===== src/rtl/forward_scoreboard.sv =====
// Tracks in-flight register writers and picks ALU operand forwarding stages; stalls ID on not-yet-ready producers.
// Latency: stall_o is combinational in the ID cycle; fwd_sel_o is registered and lands with the instruction in EX.
// Backpressure: stall_o holds IF/ID and pushes a bubble into EX; flush_i overrides a stall and also pushes a bubble.
module forward_scoreboard #(
    parameter int NUM_SRC    = 2,
    parameter int REG_AW     = 5,
    parameter int FWD_STAGES = 2,
    parameter int MAX_LAT    = 2,
    localparam int SELW      = $clog2(FWD_STAGES + 1),
    localparam int LATW      = $clog2(MAX_LAT + 1)
) (
    input  logic                        clk_i,
    input  logic                        rst_i,
    input  logic                        issue_valid_i,
    input  logic                        issue_regwrite_i,
    input  logic [REG_AW-1:0]           issue_rd_i,
    input  logic [LATW-1:0]             issue_lat_i,
    input  logic [NUM_SRC*REG_AW-1:0]   src_addr_i,
    input  logic                        flush_i,
    output logic                        stall_o,
    output logic [NUM_SRC*SELW-1:0]     fwd_sel_o,
    output logic [15:0]                 stall_cnt_o
);

    // Tracker entry j describes the instruction accepted j cycles ago.
    logic [FWD_STAGES:1] trk_vld;
    logic [REG_AW-1:0]   trk_rd  [1:FWD_STAGES];
    logic [LATW-1:0]     trk_lat [1:FWD_STAGES];

    logic [LATW-1:0]           lat_in;
    logic [NUM_SRC*SELW-1:0]   sel_nxt;
    logic                      not_rdy;
    logic                      accept;
    logic                      hit;
    int                        hit_j;
    logic [LATW-1:0]           hit_lat;

    // Clamp the producer latency into 1..MAX_LAT before it enters the tracker.
    always_comb begin
        if (issue_lat_i == '0) begin
            lat_in = LATW'(1);
        end else if (int'(issue_lat_i) > MAX_LAT) begin
            lat_in = LATW'(MAX_LAT);
        end else begin
            lat_in = issue_lat_i;
        end
    end

    // Per source: youngest matching producer wins; forward if it has aged enough, otherwise flag not-ready.
    always_comb begin
        sel_nxt = '0;
        not_rdy = 1'b0;
        hit     = 1'b0;
        hit_j   = 0;
        hit_lat = '0;
        for (int n = 0; n < NUM_SRC; n++) begin
            hit     = 1'b0;
            hit_j   = 0;
            hit_lat = '0;
            // Walk oldest to youngest so the youngest match is the last one written.
            for (int j = FWD_STAGES; j >= 1; j--) begin
                if (trk_vld[j] &&
                    (trk_rd[j] == src_addr_i[n*REG_AW +: REG_AW]) &&
                    (src_addr_i[n*REG_AW +: REG_AW] != '0)) begin
                    hit     = 1'b1;
                    hit_j   = j;
                    hit_lat = trk_lat[j];
                end
            end
            if (hit) begin
                if (hit_j >= int'(hit_lat)) begin
                    sel_nxt[n*SELW +: SELW] = SELW'(hit_j);
                end else begin
                    not_rdy = 1'b1;
                end
            end
        end
    end

    // A squashed or absent instruction never stalls; reset also masks the stall.
    assign stall_o = rst_i && issue_valid_i && !flush_i && not_rdy;
    assign accept  = issue_valid_i && !stall_o && !flush_i;

    // Shift the tracker every cycle; stalls and flushes enter as bubbles.
    always_ff @(posedge clk_i or negedge rst_i) begin
        if (!rst_i) begin
            trk_vld <= '0;
            for (int j = 1; j <= FWD_STAGES; j++) begin
                trk_rd[j]  <= '0;
                trk_lat[j] <= '0;
            end
        end else begin
            trk_vld[1] <= accept && issue_regwrite_i && (issue_rd_i != '0);
            trk_rd[1]  <= issue_rd_i;
            trk_lat[1] <= lat_in;
            for (int j = 2; j <= FWD_STAGES; j++) begin
                trk_vld[j] <= trk_vld[j-1];
                trk_rd[j]  <= trk_rd[j-1];
                trk_lat[j] <= trk_lat[j-1];
            end
        end
    end

    // Register operand selects for the instruction entering EX; bubbles read the register file.
    always_ff @(posedge clk_i or negedge rst_i) begin
        if (!rst_i) begin
            fwd_sel_o <= '0;
        end else if (accept) begin
            fwd_sel_o <= sel_nxt;
        end else begin
            fwd_sel_o <= '0;
        end
    end

    // Saturating stall-cycle counter.
    always_ff @(posedge clk_i or negedge rst_i) begin
        if (!rst_i) begin
            stall_cnt_o <= '0;
        end else if (stall_o && (stall_cnt_o != 16'hFFFF)) begin
            stall_cnt_o <= stall_cnt_o + 16'd1;
        end
    end

endmodule


===== config.mk =====
export PLATFORM = sky130hd
export DESIGN_NAME = forward_scoreboard
export DESIGN_NICKNAME = d
export VERILOG_FILES = /design/src/rtl/forward_scoreboard.sv
export SDC_FILE = /design/constraint.sdc
export NUM_CORES = 1
export LEC_CHECK = 0
export ABC_AREA = 1
export CORE_UTILIZATION = 45
export CTS_BUF_LIST = sky130_fd_sc_hd__clkbuf_4
export DETAILED_ROUTE_END_ITERATION = 12
export HOLD_SLACK_MARGIN = 0.12
export PLACE_DENSITY = 0.71
export SYNTH_ARGS = -nofsm -noshare
export SYNTH_HDL_FRONTEND = slang
export SYNTH_SLANG_ARGS = --single-unit

===== constraint.sdc =====
create_clock -name clk_i -period 6.5 [get_ports clk_i]
set_input_delay 1.3 -clock clk_i [delete_from_list [all_inputs] [get_ports clk_i]]
set_output_delay 1.3 -clock clk_i [all_outputs]
set_load 0.03 [all_outputs]

### Met3 routing

Scale: 4 px per um.
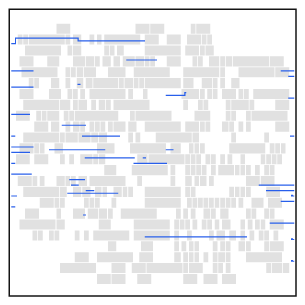
main direction: horizontal
nets with wire on the layer: 29

### Clock wiring as the flow saved it

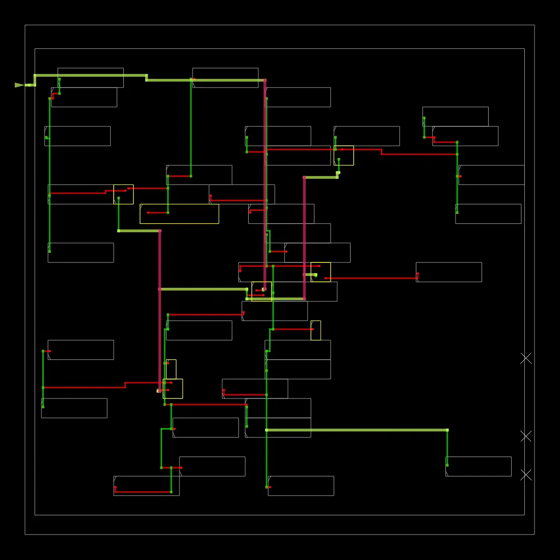
Inserted Clock Buffers: 5
clkbuf count: 5

### M2 wires

Scale: 4 px per um.
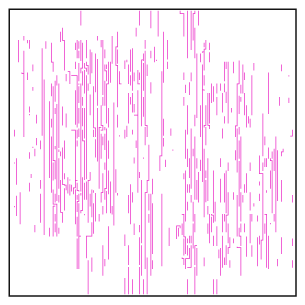
main direction: vertical
share of all routed wire: 48%
longest straight run: 38.8 um

==> final timing paths <==
kind,startpoint,cells past startpoint,end
hold / removal,trk_lat[2],0,trk_lat[0]
min in group asynchronous,rst_i,2,trk_rd[4]
setup reg to reg,trk_rd[0],15,stall_cnt_o[4]
max in group asynchronous,rst_i,2,stall_cnt_o[7]
hold reg to reg,trk_lat[2],0,trk_lat[0]
setup / recovery,src_addr_i[6],17,stall_o
==> final cells by class <==
| class | count | area, sq um | area share (%) |
|---|---|---|---|
| Sequential cell | 36 | 901 | 33.5 |
| Timing Repair Buffer | 43 | 420 | 15.6 |
| Multi-Input combinational cell | 217 | 1060 | 39.3 |
| Clock inverter | 3 | 37.5 | 1.39 |
| Tap cell | 52 | 65.1 | 2.42 |
| Inverter | 46 | 173 | 6.41 |
| Clock buffer | 5 | 37.5 | 1.39 |
==> run_results.csv <==
group,metric,value,unit
grt,met2_usage,38.8,%
power_and_ir_drop,vdd_ir_drop_max,111,uV
final_timing,grt_setup_unrepaired,"false",
layout,nFillCells,405,
grt,grt_pass1_wl,8290,um
cts,holdBufCountCts,0,
critical_path,critPathMaxFanout,18,
grt,track_usage,21.1,%
critical_path,crit_type,"in2out",
final_timing,finalHoldViolCount,0,
critical_path,critPathTopFamily,"buffers and inverters",
power_and_ir_drop,maxPowerGroup,"sequential cells",
run_status,outcome,"complete, but fails checks",
floorplanning,initCoreUtil,48.3,%
synth,topCombFamilyByArea,"simple AND/OR/NAND/NOR gates",
critical_path,cp_num_buf_inv,5,
critical_path,crit_path_max_incr_delay,0.66,ns
routing,viasPerCell,4.99,
cts,ctsResizeCount,0,
cts,clk_pin_slew,0.11,ns
power_and_ir_drop,p_per_area,161,mW/mm^2
grt,gr-total-overflow,0,
synth,syn_area_per_cell,7.11,sq um
cts,cts_tree,"done",
power_and_ir_drop,p_switching,0.000107,W
power_and_ir_drop,finalPower,0.000434,W
routing,wire_per_inst,12.1,um
final_timing,post-route-min-period,5.47,ns
synth,syn_area,0.00216,sq mm
power_and_ir_drop,p_comb_share,10.3,%
final_timing,setup_viol,0,
synth,dominantRegCellSynth,"dfrtp_1",
cts,post_cts_buffers,0,
run,drv_cap,0,
place,dp_slack,1.02,ns
final_timing,fin_crit_sh,84.2,%
layout,top_register,"stall_cnt_o",
synth,synth_flops,36,
routing,drt_iter0_drc,89,
synth,synth_cell_types,27,
synth,async_flop_share,100,%
cts,clock_latency,0.35,ns
power_and_ir_drop,powerSeq,0.000233,W
final_timing,finClkSkew,0.0145,ns
final_timing,fmax,183,MHz
grt,met3_usage,3.80,%
routing,drc,3,
run_status,violations,"DRC",
routing,drt_wl_total,4860,um
routing,wl_met3,210,um
synth,ys_cells,304,
worst_hold_path,min_path_type,"reg2reg",
